--- config.mk ---
export PLATFORM = sky130hd
export DESIGN_NAME = video_timing_capture
export DESIGN_NICKNAME = d
export VERILOG_FILES = /design/src/rtl/video_timing_capture.sv
export SDC_FILE = /design/constraint.sdc
export NUM_CORES = 1
export LEC_CHECK = 0
export CORE_MARGIN = 5
export CORE_UTILIZATION = 60
export CTS_BUF_LIST = sky130_fd_sc_hd__clkbuf_2
export DETAILED_ROUTE_END_ITERATION = 10
export GPL_ROUTABILITY_DRIVEN = 0
export PLACE_DENSITY_LB_ADDON = 0.12
export SKIP_CTS_REPAIR_TIMING = 1
export SKIP_LAST_GASP = 1
export SYNTH_ARGS = -nofsm -noshare
export SYNTH_HDL_FRONTEND = slang
export SYNTH_SLANG_ARGS = --single-unit
--- constraint.sdc ---
create_clock -name I_CLK -period 6.82 [get_ports I_CLK]
set_clock_uncertainty 0.2 [all_clocks]
set_input_delay 1.023 -clock I_CLK [delete_from_list [all_inputs] [get_ports I_CLK]]
set_output_delay 1.023 -clock I_CLK [all_outputs]
set_load 0.03 [all_outputs]
--- src/rtl/video_timing_capture.sv ---
// -----------------------------------------------------------------------------
// video_timing_capture
//   Measures incoming video timing (sync widths, porches, active size, totals)
//   and publishes one coherent parameter set per frame, one cycle after each
//   input vsync rising edge, for the downstream video_sync_out_gen block.
//
// Ports
//   I_CLK, I_RSTN            pixel clock, asynchronous active-low reset
//   i_vsync/i_hsync/i_de     synchronous active-high video timing inputs
//   i_mirror_mode/i_blur_mode  mode request levels, latched at each vsync rise
//   o_vsync_sync             i_vsync delayed by one register
//   o_mirror_mode_cap/o_blur_mode_cap  latched mode levels
//   o_h*_cap, o_htotal       horizontal widths / clocks per line
//   o_v*_cap, o_vtotal       vertical widths / lines per frame
//   o_cap_valid              set at the first publication, held until reset
// -----------------------------------------------------------------------------
module video_timing_capture #(
    parameter int PARAM_WIDTH = 16
) (
    input  logic                   I_CLK,
    input  logic                   I_RSTN,
    input  logic                   i_vsync,
    input  logic                   i_hsync,
    input  logic                   i_de,
    input  logic                   i_mirror_mode,
    input  logic                   i_blur_mode,
    output logic                   o_vsync_sync,
    output logic                   o_mirror_mode_cap,
    output logic                   o_blur_mode_cap,
    output logic [PARAM_WIDTH-1:0] o_hsw_cap,
    output logic [PARAM_WIDTH-1:0] o_hbp_cap,
    output logic [PARAM_WIDTH-1:0] o_hact_cap,
    output logic [PARAM_WIDTH-1:0] o_hfp_cap,
    output logic [PARAM_WIDTH-1:0] o_vsw_cap,
    output logic [PARAM_WIDTH-1:0] o_vbp_cap,
    output logic [PARAM_WIDTH-1:0] o_vact_cap,
    output logic [PARAM_WIDTH-1:0] o_vfp_cap,
    output logic [PARAM_WIDTH-1:0] o_htotal,
    output logic [PARAM_WIDTH-1:0] o_vtotal,
    output logic                   o_cap_valid
);

    typedef logic [PARAM_WIDTH-1:0] cnt_t;

    localparam cnt_t CNT_ZERO = {PARAM_WIDTH{1'b0}};
    localparam cnt_t CNT_MAX  = {PARAM_WIDTH{1'b1}};
    localparam cnt_t CNT_ONE  = cnt_t'(1'b1);

    typedef enum logic [2:0] {
        H_IDLE = 3'd0,
        H_SYNC = 3'd1,
        H_BP   = 3'd2,
        H_ACT  = 3'd3,
        H_FP   = 3'd4
    } h_state_t;

    // Saturating increment: counters hold at all-ones instead of wrapping.
    function automatic cnt_t sat_inc(input cnt_t v);
        cnt_t r;
        if (v == CNT_MAX) begin
            r = v;
        end else begin
            r = v + CNT_ONE;
        end
        return r;
    endfunction

    logic vsync_dly_r, hsync_dly_r, de_dly_r;
    logic vs_rise_s, hs_rise_s, hs_fall_s, de_rise_s, de_fall_s;

    h_state_t h_state_r;
    cnt_t     hsw_cnt_r, hbp_cnt_r, hact_cnt_r, hfp_cnt_r, period_r;
    logic     de_seen_r, line_vs_r, line_open_r;
    logic     line_close_s;

    cnt_t hsw_w_r, hbp_w_r, hact_w_r, hfp_w_r, htot_w_r;
    cnt_t vsw_w_r, vbp_w_r, vact_w_r, vfp_w_r;
    logic act_seen_r, armed_r;

    cnt_t hsw_nx_s, hbp_nx_s, hact_nx_s, hfp_nx_s, htot_nx_s;
    cnt_t vsw_nx_s, vbp_nx_s, vact_nx_s, vfp_nx_s, vtot_nx_s;
    logic act_seen_nx_s;

    assign vs_rise_s    = i_vsync & ~vsync_dly_r;
    assign hs_rise_s    = i_hsync & ~hsync_dly_r;
    assign hs_fall_s    = ~i_hsync & hsync_dly_r;
    assign de_rise_s    = i_de & ~de_dly_r;
    assign de_fall_s    = ~i_de & de_dly_r;
    // The very first hsync rise after reset only opens a line.
    assign line_close_s = hs_rise_s & line_open_r;
    assign o_vsync_sync = vsync_dly_r;

    // One-cycle delayed copies of the timing inputs for edge detection.
    always_ff @(posedge I_CLK or negedge I_RSTN) begin
        if (!I_RSTN) begin
            vsync_dly_r <= 1'b0;
            hsync_dly_r <= 1'b0;
            de_dly_r    <= 1'b0;
        end else begin
            vsync_dly_r <= i_vsync;
            hsync_dly_r <= i_hsync;
            de_dly_r    <= i_de;
        end
    end

    // Horizontal FSM and per-segment counters; each counter includes the cycle
    // on which its entry edge was detected. A fresh hsync rise restarts a line.
    always_ff @(posedge I_CLK or negedge I_RSTN) begin
        if (!I_RSTN) begin
            h_state_r   <= H_IDLE;
            hsw_cnt_r   <= CNT_ZERO;
            hbp_cnt_r   <= CNT_ZERO;
            hact_cnt_r  <= CNT_ZERO;
            hfp_cnt_r   <= CNT_ZERO;
            period_r    <= CNT_ZERO;
            de_seen_r   <= 1'b0;
            line_vs_r   <= 1'b0;
            line_open_r <= 1'b0;
        end else if (hs_rise_s) begin
            h_state_r   <= H_SYNC;
            hsw_cnt_r   <= CNT_ONE;
            hbp_cnt_r   <= CNT_ZERO;
            hact_cnt_r  <= CNT_ZERO;
            hfp_cnt_r   <= CNT_ZERO;
            period_r    <= CNT_ONE;
            de_seen_r   <= 1'b0;
            line_vs_r   <= i_vsync;
            line_open_r <= 1'b1;
        end else begin
            period_r <= sat_inc(period_r);
            case (h_state_r)
                H_SYNC: begin
                    if (hs_fall_s && de_rise_s) begin
                        // Back porch entered and left in the same cycle: hbp stays 0.
                        h_state_r  <= H_ACT;
                        hact_cnt_r <= CNT_ONE;
                        de_seen_r  <= 1'b1;
                    end else if (hs_fall_s) begin
                        h_state_r <= H_BP;
                        hbp_cnt_r <= CNT_ONE;
                    end else begin
                        hsw_cnt_r <= sat_inc(hsw_cnt_r);
                    end
                end
                H_BP: begin
                    if (de_rise_s) begin
                        h_state_r  <= H_ACT;
                        hact_cnt_r <= CNT_ONE;
                        de_seen_r  <= 1'b1;
                    end else begin
                        hbp_cnt_r <= sat_inc(hbp_cnt_r);
                    end
                end
                H_ACT: begin
                    if (de_fall_s) begin
                        h_state_r <= H_FP;
                        hfp_cnt_r <= CNT_ONE;
                    end else begin
                        hact_cnt_r <= sat_inc(hact_cnt_r);
                    end
                end
                H_FP: begin
                    hfp_cnt_r <= sat_inc(hfp_cnt_r);
                end
                default: begin
                    h_state_r <= H_IDLE;
                end
            endcase
        end
    end

    // Next working values including the line closed this cycle, so a line
    // closed on the frame-boundary cycle still belongs to the ending frame.
    always_comb begin
        hsw_nx_s      = hsw_w_r;
        hbp_nx_s      = hbp_w_r;
        hact_nx_s     = hact_w_r;
        hfp_nx_s      = hfp_w_r;
        htot_nx_s     = htot_w_r;
        vsw_nx_s      = vsw_w_r;
        vbp_nx_s      = vbp_w_r;
        vact_nx_s     = vact_w_r;
        vfp_nx_s      = vfp_w_r;
        act_seen_nx_s = act_seen_r;
        if (line_close_s) begin
            if (de_seen_r) begin
                hsw_nx_s  = hsw_cnt_r;
                hbp_nx_s  = hbp_cnt_r;
                hact_nx_s = hact_cnt_r;
                hfp_nx_s  = hfp_cnt_r;
                htot_nx_s = period_r;
            end else begin
                htot_nx_s = htot_w_r;
            end
            if (line_vs_r) begin
                vsw_nx_s = sat_inc(vsw_w_r);
            end else if (de_seen_r) begin
                vact_nx_s     = sat_inc(vact_w_r);
                act_seen_nx_s = 1'b1;
            end else if (!act_seen_r) begin
                vbp_nx_s = sat_inc(vbp_w_r);
            end else begin
                vfp_nx_s = sat_inc(vfp_w_r);
            end
        end else begin
            act_seen_nx_s = act_seen_r;
        end
        vtot_nx_s = vsw_nx_s + vbp_nx_s + vact_nx_s + vfp_nx_s;
    end

    // Working registers and per-frame publication. The first vsync rise only
    // arms; every later rise loads all outputs together.
    always_ff @(posedge I_CLK or negedge I_RSTN) begin
        if (!I_RSTN) begin
            hsw_w_r           <= CNT_ZERO;
            hbp_w_r           <= CNT_ZERO;
            hact_w_r          <= CNT_ZERO;
            hfp_w_r           <= CNT_ZERO;
            htot_w_r          <= CNT_ZERO;
            vsw_w_r           <= CNT_ZERO;
            vbp_w_r           <= CNT_ZERO;
            vact_w_r          <= CNT_ZERO;
            vfp_w_r           <= CNT_ZERO;
            act_seen_r        <= 1'b0;
            armed_r           <= 1'b0;
            o_mirror_mode_cap <= 1'b0;
            o_blur_mode_cap   <= 1'b0;
            o_hsw_cap         <= CNT_ZERO;
            o_hbp_cap         <= CNT_ZERO;
            o_hact_cap        <= CNT_ZERO;
            o_hfp_cap         <= CNT_ZERO;
            o_vsw_cap         <= CNT_ZERO;
            o_vbp_cap         <= CNT_ZERO;
            o_vact_cap        <= CNT_ZERO;
            o_vfp_cap         <= CNT_ZERO;
            o_htotal          <= CNT_ZERO;
            o_vtotal          <= CNT_ZERO;
            o_cap_valid       <= 1'b0;
        end else begin
            hsw_w_r  <= hsw_nx_s;
            hbp_w_r  <= hbp_nx_s;
            hact_w_r <= hact_nx_s;
            hfp_w_r  <= hfp_nx_s;
            htot_w_r <= htot_nx_s;
            if (vs_rise_s) begin
                vsw_w_r           <= CNT_ZERO;
                vbp_w_r           <= CNT_ZERO;
                vact_w_r          <= CNT_ZERO;
                vfp_w_r           <= CNT_ZERO;
                act_seen_r        <= 1'b0;
                armed_r           <= 1'b1;
                o_mirror_mode_cap <= i_mirror_mode;
                o_blur_mode_cap   <= i_blur_mode;
                if (armed_r) begin
                    o_hsw_cap   <= hsw_nx_s;
                    o_hbp_cap   <= hbp_nx_s;
                    o_hact_cap  <= hact_nx_s;
                    o_hfp_cap   <= hfp_nx_s;
                    o_vsw_cap   <= vsw_nx_s;
                    o_vbp_cap   <= vbp_nx_s;
                    o_vact_cap  <= vact_nx_s;
                    o_vfp_cap   <= vfp_nx_s;
                    o_htotal    <= htot_nx_s;
                    o_vtotal    <= vtot_nx_s;
                    o_cap_valid <= 1'b1;
                end
            end else begin
                vsw_w_r    <= vsw_nx_s;
                vbp_w_r    <= vbp_nx_s;
                vact_w_r   <= vact_nx_s;
                vfp_w_r    <= vfp_nx_s;
                act_seen_r <= act_seen_nx_s;
            end
        end
    end

endmodule

==> results.toml <==
# implementation run metrics
[power_and_ir_drop]
switchingPower_mw = 1.549
p_clk_share_pct = 29.4
comb_power_share_pct = 17.4
p_total_mw = 4.968
sw_frac_of_total_pct = 31.17
ir_drop_v = 0.0001907

[die]
core_mm2 = 0.02980
floorplan.core_util_pct = 61.12
rows = 63

[global_routing]
grt.overflow.total = 0
antenna_found_initial = 1

[clocking]
cts_htree_levels = 3
cts_buffer_depth = 3
clk_pin_slew_worst_paths_ns = 0.11

[routing]
drt-wirelength-per-cell_um = 17.12
firstDrtPassIters = 5
dr.first_iter.drc_count = 861

[setup_path]
cp-startpoint = "vact_w_r[0]"
cpPeakStageDelay_ns = 0.65
crit_fanout = 5
rr_endpoint = "o_vtotal[15]"
worstPathRequired_ns = 7.33
r2r_slack_ns = 0.88

[synth]
ys_types = 63
ff_type = "dfrtp_1"
synth-edff-count = 0
ys_chip_area_mm2 = 0.01821

[timing]
maxClockFrequency_mhz = 168.2
slew_violations = 0
finalSetupViolations = 0
fin_crit_sh_pct = 87.16
min_period_ns = 5.944
setup_slack_ns = 0.8760

[job]
warnings = 37
max_cap_violations = 0

[layout]
syn_to_final_growth_pct = 16.18
nNetsFinal = 1957

[hold_path]
min_to = "o_cap_valid"

[place]
place_hpwl_mm = 28.15

[outcome]
run_status = "completed"
[metrics by stage]
step | cells | cell area, um2 | hold slack [ns]
after floorplan | 1665 | 18210 | 0.2394
after global placement | 2184 | 20360 | 0.2511
after detailed placement | 2184 | 20360 | 0.2577
after CTS | 2338 | 21140 | -0.03177
after global routing | 2341 | 21160 | 0.3120
final | 2341 | 21160 | 0.2806
[layout make-up]
class | count | area, um2
fill | 2255 | 8640
inverter | 114 | 427.9
clock inverter | 17 | 96.34
multi-input combinational | 1093 | 7610
tap | 390 | 488.0
antenna | 2 | 5.005
timing repair buffer | 190 | 1884
clock buffer | 137 | 685.7
sequential | 398 | 9960
[Yosys cell counts (all sizes together) (3+ instances only)]
library cell	instances	area, um2
or3	9	56.30
a31oi	7	43.79
buf	10	47.55
o21a	4	30.03
and3	15	93.84
a21o	6	45.04
dfrtp	398	9960
o21ai	133	665.6
nor2b	9	56.30
nand2b	14	87.58
nor2	175	656.9
and2	7	43.79
and4	9	78.83
nand4	34	212.7
or2	8	50.05
mux2i	17	170.2
o21bai	3	22.52
fa	30	600.6
nor4	9	62.56
nand3	57	290.3
clkbuf	50	187.7
xor2	64	560.5
ha	26	325.3
o31ai	9	67.56
nor3b	4	35.03
nand2	156	585.6
xnor2	39	349.1
mux2	159	1790
nor3	24	125.1
a21oi	35	175.2
inv	114	427.9
[routing by layer]
layer  GRT usage, %  part of all wire [%]  vias up
met1          32.62                    43     6420
li1               -                     -     6129
met3          5.072                   5.8       67
met4          8.222                   2.3        0
met2          39.99                    49      360
met5              0                     0        -
[cell families after synthesis]
| logic type | count (synthesis) | synth area share, % |
|---|---|---|
| DFF | 398 | 54.69 |
| buffers and inverters | 174 | 3.642 |
| AOI/OAI and AO/OA | 217 | 6.706 |
| adders and majority gates | 56 | 5.085 |
| muxes | 176 | 10.77 |
| xor gates and xnor gates | 104 | 5.119 |
| and+or+nand+nor | 540 | 13.99 |
[worst reg2reg max path, delay by kind of cell, from the launching register on]
| kind | cells | cell delay, ns |
|---|---|---|
| DFF | 1 | 0.42 |
| and+or+nand+nor | 2 | 0.77 |
| AOI/OAI and AO/OA | 8 | 1.93 |
| buffers and inverters | 5 | 0.43 |
| xor gates and xnor gates | 2 | 0.38 |
| adders and majority gates | 4 | 1.66 |
[power groups by stage]
| stage | Clock [mW] | Combinational, mW | Sequential, mW |
|---|---|---|---|
| floorplan | 0 | 0.462 | 2.77 |
| global placement | 0 | 0.853 | 2.69 |
| detailed placement | 0 | 0.871 | 2.69 |
| CTS | 1.51 | 0.873 | 2.64 |
| global route | 1.64 | 0.955 | 2.67 |
| finish | 1.46 | 0.865 | 2.64 |
[layout by cell type, fill, tap and decap left out, drive strengths merged, types with 4 or more instances in the layout]
master	count
or2	8
a31oi	7
ha	26
and4	9
mux2	159
and3	15
nand3	57
nor3	24
xor2	64
clkdlybuf4s50	169
clkinv	13
inv	117
o31ai	9
nand2	156
nor2	175
and2	7
clkbuf	137
o21a	4
buf	20
nand2b	14
o21ai	133
fa	30
nor2b	9
xnor2	39
nor4	9
nor3b	4
or3	9
dfrtp	398
a21o	6
nand4	34
mux2i	17
a21oi	35
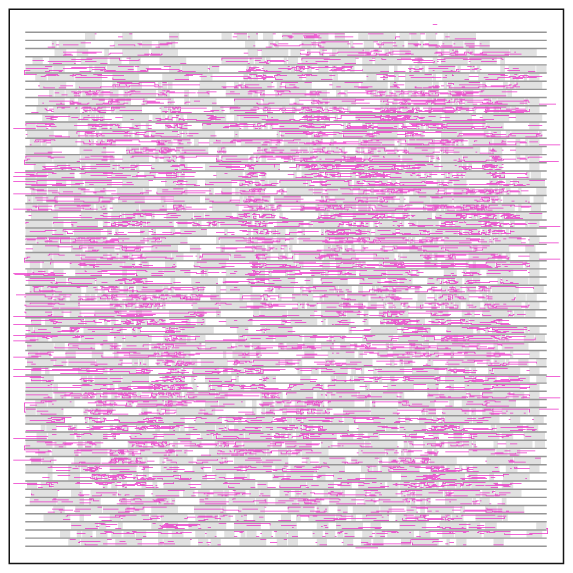
Fig. 1. Met1 routing.
(3 px per um) Supply wires on this layer in grey. Cells faint in the background.
main direction: horizontal
nets with wire on the layer: 1,814
wire length on this layer: 17,400 um
share of all routed wire: 43%
WL final: 40.08 mm
DR vias: 12,980
met1 usage: 32.62%

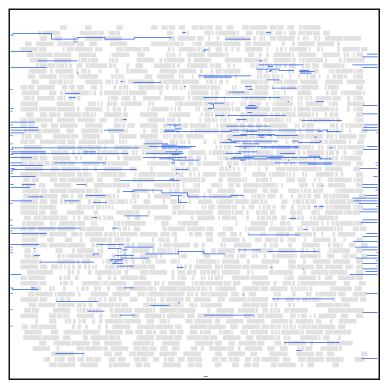
Fig. 2. Met3 routing.
(2 px per um) Cells faint in the background.
main direction: horizontal
wire length on this layer: 2,320 um
share of all routed wire: 5.8%
longest straight run: 63.5 um

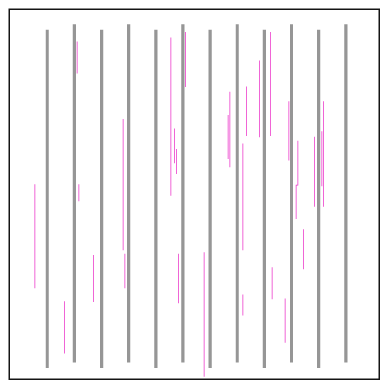
Fig. 3. Signal wires on met4.
(2 px per um) Supply wires on this layer in grey.
longest straight run: 78.9 um
share of all routed wire: 2.3%
wire length on this layer: 905 um
nets with wire on the layer: 22
main direction: vertical

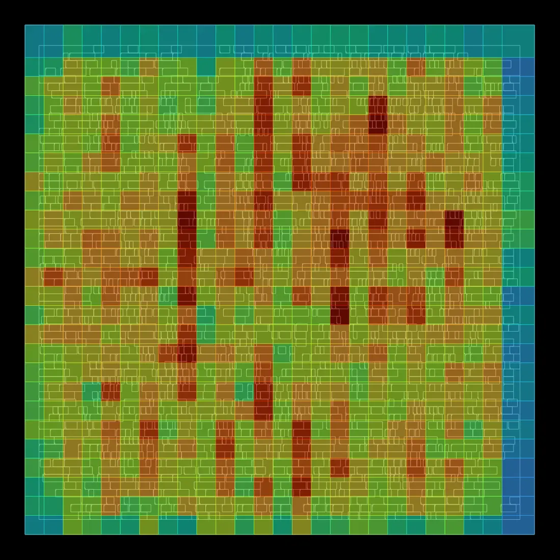
Fig. 4. Routing congestion map.
grt met2 use: 39.99%
GRT Resource Usage Total: 24.31%
Final Core Density: 71.00%

